<file path="config.mk">
export PLATFORM = sky130hd
export DESIGN_NAME = generator_seq_flat
export DESIGN_NICKNAME = d
export VERILOG_FILES = /design/src/rtl/generator_if.sv /design/src/rtl/generator_seq.sv /design/src/flat_wrapper.sv
export SDC_FILE = /design/constraint.sdc
export NUM_CORES = 2
export LEC_CHECK = 0
export CORE_AREA = 2 2 704 706
export CTS_CLUSTER_DIAMETER = 30
export CTS_CLUSTER_SIZE = 10
export DETAILED_ROUTE_END_ITERATION = 12
export DIE_AREA = 0 0 706 708
export PLACE_DENSITY_LB_ADDON = 0.15
export SYNTH_ARGS = -nofsm -noshare
export SYNTH_HDL_FRONTEND = slang
export SYNTH_SLANG_ARGS = --single-unit
export TNS_END_PERCENT = 20
</file>
<file path="constraint.sdc">
create_clock -name clk -period 32.6 [get_ports clk]
set_input_delay 6.52 -clock clk [delete_from_list [all_inputs] [get_ports clk]]
set_output_delay 6.52 -clock clk [all_outputs]
set_load 0.005 [all_outputs]
</file>
<file path="src/rtl/generator_if.sv">
// Handshake bundle between the latent-vector source, the generator and the
// image sink. The generator uses the slave view; the source/sink side uses master.
interface generator_if #(
  parameter int WIDTH = 32,
  parameter int N_IN  = 2,
  parameter int N_OUT = 9
);
  logic                   in_valid;
  logic                   in_ready;
  logic [N_IN*WIDTH-1:0]  x;
  logic                   out_valid;
  logic                   out_ready;
  logic [N_OUT*WIDTH-1:0] y;

  modport master (
    output in_valid, x, out_ready,
    input  in_ready, out_valid, y
  );

  modport slave (
    input  in_valid, x, out_ready,
    output in_ready, out_valid, y
  );
endinterface

</file>
<file path="src/rtl/generator_seq.sv">
// Time-multiplexed two-layer MLP generator (N_IN -> N_HID -> N_OUT).
// One shared signed fixed-point MAC, one product per clock. Hidden layer uses
// ReLU, output layer uses hard tanh clamped to [-1.0, +1.0].
// Optional feature macro: GENERATOR_SAT_EN -- when defined, the shifted
// product and the accumulator sum saturate instead of wrapping.
module generator_seq #(
  parameter int WIDTH = 32,
  parameter int FRAC  = 16,
  parameter int N_IN  = 2,
  parameter int N_HID = 3,
  parameter int N_OUT = 9
) (
  input  logic                         clk,
  input  logic                         rst,
  generator_if.slave                   bus,
  input  logic [N_IN*N_HID*WIDTH-1:0]  w_L2,
  input  logic [N_HID*WIDTH-1:0]       b_L2,
  input  logic [N_HID*N_OUT*WIDTH-1:0] w_L3,
  input  logic [N_OUT*WIDTH-1:0]       b_L3
);

  localparam int CW = 16;
  localparam logic [CW-1:0] IN_LAST  = CW'(N_IN - 1);
  localparam logic [CW-1:0] HID_LAST = CW'(N_HID - 1);
  localparam logic [CW-1:0] OUT_LAST = CW'(N_OUT - 1);

  localparam logic signed [WIDTH-1:0] POS_ONE = WIDTH'(1) << FRAC;
  localparam logic signed [WIDTH-1:0] NEG_ONE = -POS_ONE;
  localparam logic signed [WIDTH-1:0] MAX_W   = {1'b0, {(WIDTH-1){1'b1}}};
  localparam logic signed [WIDTH-1:0] MIN_W   = {1'b1, {(WIDTH-1){1'b0}}};
  localparam logic signed [2*WIDTH-1:0] MAX_WIDE = {{(WIDTH+1){1'b0}}, {(WIDTH-1){1'b1}}};
  localparam logic signed [2*WIDTH-1:0] MIN_WIDE = {{(WIDTH+1){1'b1}}, {(WIDTH-1){1'b0}}};

  typedef enum logic [1:0] {IDLE, L2, L3, DONE} state_t;

  state_t                  state;
  logic [CW-1:0]           col;   // input index within the current neuron
  logic [CW-1:0]           row;   // neuron index within the current layer
  logic [CW-1:0]           wi;    // linear weight index, equals row*fan_in + col
  logic signed [WIDTH-1:0] acc;
  logic signed [WIDTH-1:0] xr [N_IN];
  logic signed [WIDTH-1:0] h  [N_HID];
  logic signed [WIDTH-1:0] yr [N_OUT];
  logic                    in_ready_r;
  logic                    out_valid_r;

  logic signed [WIDTH-1:0]   op_a;
  logic signed [WIDTH-1:0]   op_b;
  logic signed [WIDTH-1:0]   nb;
  logic signed [2*WIDTH-1:0] prod;
  logic signed [2*WIDTH-1:0] prod_sh;
  logic signed [WIDTH-1:0]   term;
  logic signed [WIDTH-1:0]   acc_next;

  // Reduce a double-width value to WIDTH: truncate, or saturate when enabled.
  function automatic logic signed [WIDTH-1:0] fit_w(input logic signed [2*WIDTH-1:0] v);
    logic signed [WIDTH-1:0] r;
    r = v[WIDTH-1:0];
`ifdef GENERATOR_SAT_EN
    if (v > MAX_WIDE)      r = MAX_W;
    else if (v < MIN_WIDE) r = MIN_W;
`endif
    return r;
  endfunction

  function automatic logic signed [WIDTH-1:0] relu(input logic signed [WIDTH-1:0] v);
    return v[WIDTH-1] ? '0 : v;
  endfunction

  function automatic logic signed [WIDTH-1:0] hard_tanh(input logic signed [WIDTH-1:0] v);
    logic signed [WIDTH-1:0] r;
    r = v;
    if (v > POS_ONE)      r = POS_ONE;
    else if (v < NEG_ONE) r = NEG_ONE;
    return r;
  endfunction

  // Operand/bias selection and the shared MAC for the current cycle.
  always_comb begin
    op_a = '0;
    op_b = '0;
    nb   = '0;
    if (state == L3) begin
      for (int n = 0; n < N_HID; n++)
        if (col == CW'(n)) op_a = h[n];
      for (int n = 0; n < N_HID*N_OUT; n++)
        if (wi == CW'(n)) op_b = $signed(w_L3[n*WIDTH +: WIDTH]);
      for (int n = 0; n < N_OUT; n++)
        if (row + CW'(1) == CW'(n)) nb = $signed(b_L3[n*WIDTH +: WIDTH]);
    end else begin
      for (int n = 0; n < N_IN; n++)
        if (col == CW'(n)) op_a = xr[n];
      for (int n = 0; n < N_IN*N_HID; n++)
        if (wi == CW'(n)) op_b = $signed(w_L2[n*WIDTH +: WIDTH]);
      if (row == HID_LAST) begin
        nb = $signed(b_L3[WIDTH-1:0]);
      end else begin
        for (int n = 0; n < N_HID; n++)
          if (row + CW'(1) == CW'(n)) nb = $signed(b_L2[n*WIDTH +: WIDTH]);
      end
    end
    prod     = op_a * op_b;
    prod_sh  = prod >>> FRAC;
    term     = fit_w(prod_sh);
    acc_next = fit_w({{WIDTH{acc[WIDTH-1]}}, acc} + {{WIDTH{term[WIDTH-1]}}, term});
  end

  // Sequencer: accept, hidden layer, output layer, hold result until taken.
  always_ff @(posedge clk or posedge rst) begin
    if (rst) begin
      state       <= IDLE;
      in_ready_r  <= 1'b1;
      out_valid_r <= 1'b0;
      acc         <= '0;
      col         <= '0;
      row         <= '0;
      wi          <= '0;
      for (int n = 0; n < N_IN;  n++) xr[n] <= '0;
      for (int n = 0; n < N_HID; n++) h[n]  <= '0;
      for (int n = 0; n < N_OUT; n++) yr[n] <= '0;
    end else begin
      case (state)
        IDLE: begin
          if (bus.in_valid && in_ready_r) begin
            for (int n = 0; n < N_IN; n++) xr[n] <= $signed(bus.x[n*WIDTH +: WIDTH]);
            acc        <= $signed(b_L2[WIDTH-1:0]);
            col        <= '0;
            row        <= '0;
            wi         <= '0;
            in_ready_r <= 1'b0;
            state      <= L2;
          end
        end
        L2: begin
          wi <= wi + CW'(1);
          if (col == IN_LAST) begin
            for (int n = 0; n < N_HID; n++)
              if (row == CW'(n)) h[n] <= relu(acc_next);
            acc <= nb;
            col <= '0;
            if (row == HID_LAST) begin
              row   <= '0;
              wi    <= '0;
              state <= L3;
            end else begin
              row <= row + CW'(1);
            end
          end else begin
            acc <= acc_next;
            col <= col + CW'(1);
          end
        end
        L3: begin
          wi <= wi + CW'(1);
          if (col == HID_LAST) begin
            for (int n = 0; n < N_OUT; n++)
              if (row == CW'(n)) yr[n] <= hard_tanh(acc_next);
            acc <= nb;
            col <= '0;
            if (row == OUT_LAST) begin
              row         <= '0;
              wi          <= '0;
              out_valid_r <= 1'b1;
              state       <= DONE;
            end else begin
              row <= row + CW'(1);
            end
          end else begin
            acc <= acc_next;
            col <= col + CW'(1);
          end
        end
        DONE: begin
          if (bus.out_ready) begin
            out_valid_r <= 1'b0;
            in_ready_r  <= 1'b1;
            state       <= IDLE;
          end
        end
        default: state <= IDLE;
      endcase
    end
  end

  assign bus.in_ready  = in_ready_r;
  assign bus.out_valid = out_valid_r;

  for (genvar g = 0; g < N_OUT; g++) begin : g_y
    assign bus.y[g*WIDTH +: WIDTH] = yr[g];
  end

endmodule

</file>
<file path="src/flat_wrapper.sv">
// flat-port wrapper written by rule: the top's interface ports become plain ports
module generator_seq_flat 
#(
  parameter int WIDTH = 32,
  parameter int FRAC  = 16,
  parameter int N_IN  = 2,
  parameter int N_HID = 3,
  parameter int N_OUT = 9
)
  (clk, rst, w_L2, b_L2, w_L3, b_L3, bus_in_valid, bus_x, bus_out_ready, bus_in_ready, bus_out_valid, bus_y);
  generator_if #(.WIDTH(WIDTH), .N_IN(N_IN), .N_OUT(N_OUT)) bus_i ();
  input  logic clk;
  input  logic rst;
  input  logic [N_IN*N_HID*WIDTH-1:0] w_L2;
  input  logic [N_HID*WIDTH-1:0] b_L2;
  input  logic [N_HID*N_OUT*WIDTH-1:0] w_L3;
  input  logic [N_OUT*WIDTH-1:0] b_L3;
  input wire logic [$bits(bus_i.in_valid)-1:0] bus_in_valid;
  input wire logic [$bits(bus_i.x)-1:0] bus_x;
  input wire logic [$bits(bus_i.out_ready)-1:0] bus_out_ready;
  output wire logic [$bits(bus_i.in_ready)-1:0] bus_in_ready;
  output wire logic [$bits(bus_i.out_valid)-1:0] bus_out_valid;
  output wire logic [$bits(bus_i.y)-1:0] bus_y;
  assign bus_i.in_valid = bus_in_valid;
  assign bus_i.x = bus_x;
  assign bus_i.out_ready = bus_out_ready;
  assign bus_in_ready = bus_i.in_ready;
  assign bus_out_valid = bus_i.out_valid;
  assign bus_y = bus_i.y;
  generator_seq #(.WIDTH(WIDTH), .FRAC(FRAC), .N_IN(N_IN), .N_HID(N_HID), .N_OUT(N_OUT)) u_core (.clk(clk), .rst(rst), .bus(bus_i), .w_L2(w_L2), .b_L2(b_L2), .w_L3(w_L3), .b_L3(b_L3));
endmodule
</file>
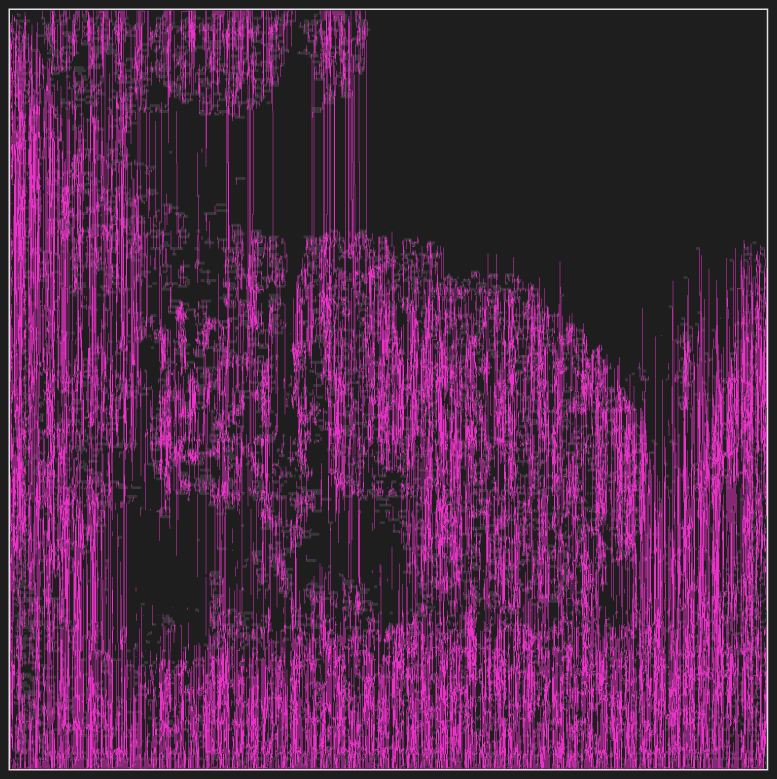
(the metal 2 layer)
Cells faint in the background.
- main direction: vertical
- longest straight run: 392 um
- share of all routed wire: 44%
- wire length on this layer: 285 mm
total number of vias: 76200
Routed WL: 648000 um
M2 GR Usage: 38.8%

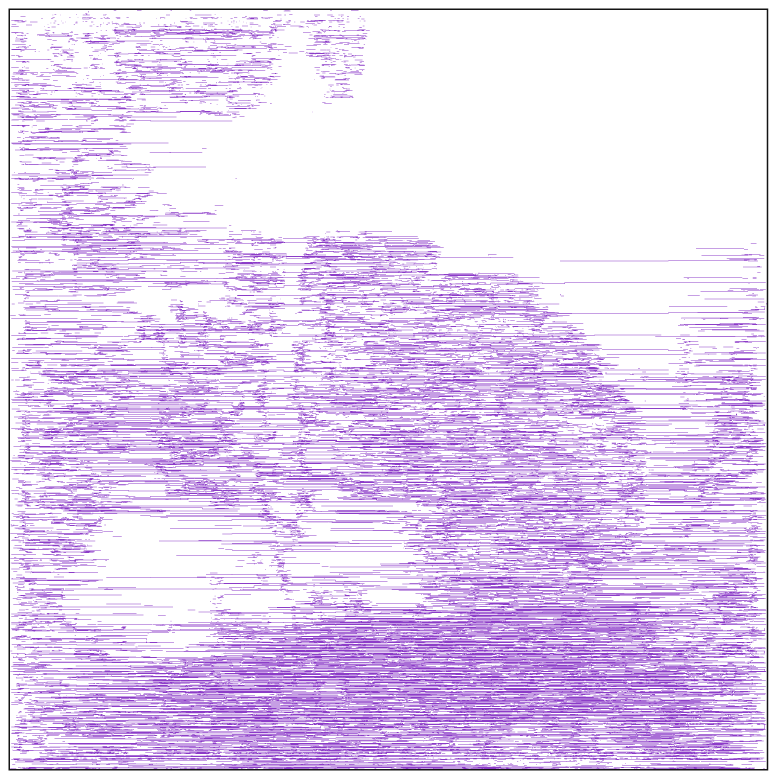
(M1 wires)
- longest straight run: 262 um
- main direction: horizontal
met1 usage: 31.4%

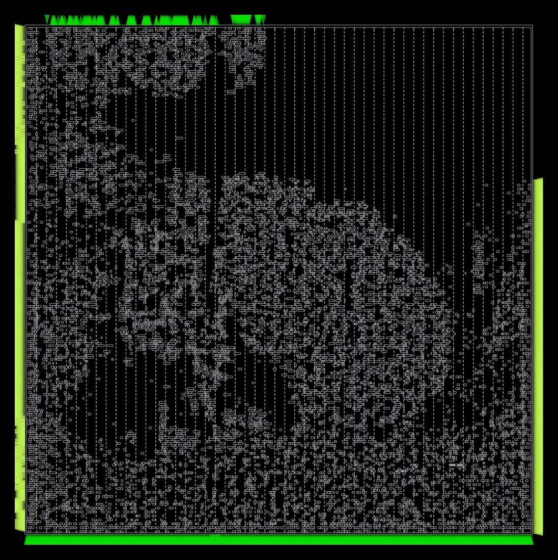
(placement view)
sequential cell area share: 13.1%
Final Core Density: 20.5%
CORE AREA: 0.492 sq mm
# rows: 258
fin cells: 16400

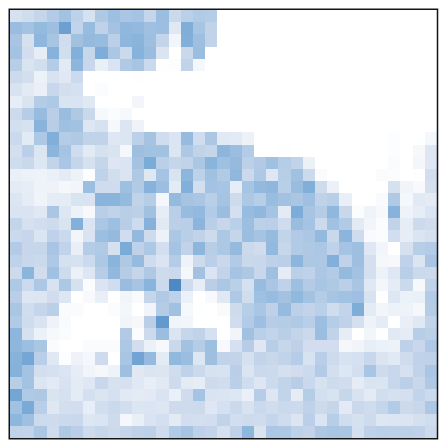
(cell density map)
The die is cut into 35 by 35 equal tiles; white is low, dark blue is high, 0 to 100% covered.
- emptiest ninth of the die: north-east
- nearly empty tiles: 25%
- mean over tiles: 19%
Initial Util: 13.6%

==> changes_impl.md <==
### Changed

* Routed WL per cell at between 30 and 40 um
* Final min period at 23.45 ns
* Failing checks: max-capacitance violations, max-slew violations
* Final ANT Viol Nets at 0
* Arr. time, crit path at 24.14 ns
* Layout area overhead at 51.1%
* Hold path depth at 2
* Post-Synthesis Cells at about 8000
* R2r startpoint: u_core.wi[1]
* Max-slew violation count at 5
* Worst Setup Start Kind: input port
* DIE AREA at 0.500 sq mm
* Antenna violations before repair at roughly 260
* Yosys warns at 0
* Max reg flops at 288
* FF-to-FF setup slack at 12.16 ns
* CTS Sinks at 529
* Worst R2R Path Depth at 60
* Syn avg cell area at 8.55 sq um
* # port buffers at 1797
* Synthesized cell area at 0.0669 sq mm
* Number of global-route vias before repair at 77500
* RSZ-0062 raised after global routing: no
* Tcrit/Tclk final at 71.9%
* Status: finished, violations left
* Max Cap Violations at 3
* Seq/Total Area, Yosys at around 20%
* Slew @ Worst Pin at 1.58 ns
* Yosys top cell by instances: nor2_1
* Ports at 1798
* Synth top cells by count: 894 x nor2_1, 839 x fa_1, 834 x inv_1
* Post-CTS sizing at 0
* Reg clk slew, reported paths at 0.04 ns
* Root Buffer Master: clkbuf_16
* Switch Pwr at about 700 uW
* Tightest Hold Check Type: reg -> reg
[power groups by stage]
stage | registers [uW] | logic, uW | clock network (uW)
floorplan | 672 | 40.3 | 0
global placement | 676 | 312 | 0
detailed placement | 676 | 312 | 0
CTS | 667 | 314 | 1840
global route | 667 | 323 | 1880
finish | 667 | 314 | 1790
[area by class of cell]
cell class | count | area, sq um | share of cell area (%)
diodes | 150 | 375 | 0.372
multi-input cells | 5827 | 49000 | 48.5
inverters | 835 | 3150 | 3.12
repair buffers | 2174 | 20900 | 20.6
clock buffers | 267 | 5420 | 5.37
well taps | 6500 | 8130 | 8.05
clock inverters | 71 | 862 | 0.854
flip-flops and latches | 529 | 13200 | 13.1
[worst max-delay path by stage]
stage	startpoint	to	slack, ns	cells past startpoint
4_1_cts	w_L3[8]	u_core.bus.y[256]	9.45	54
3_5_place_dp	w_L3[8]	u_core.bus.y[259]	8.63	54
6_report	w_L3[43]	u_core.bus.y[256]	9.15	57
3_3_place_gp	w_L3[98]	u_core.bus.y[257]	7.58	54
5_1_grt	w_L3[7]	u_core.bus.y[259]	8.68	57
2_1_floorplan	rst	u_core.acc[0]	11.30	1
[cells by family after synthesis]
| group | share of synthesized area (%) |
|---|---|
| flip-flops | 19.8 |
| buffers and inverters | 8.51 |
| adder cells (fa/ha/maj) | 29.2 |
| multiplexers | 2.02 |
| AND-OR/OR-AND | 20.7 |
| XOR/XNOR | 1.78 |
| AND/OR/NAND/NOR | 18.0 |
[per-layer routing]
layer / vias to the layer above / part of all wire, % / track usage [%]
met4: 136 / 3.5 / 8.18
met1: 40000 / 41 / 31.4
met2: 4495 / 44 / 38.8
li1: 30600 / - / -
met3: 885 / 11 / 10.2
met5: - / 0.20 / 0.269
Power figures rest on the tool's default switching activity, not on a simulated workload.
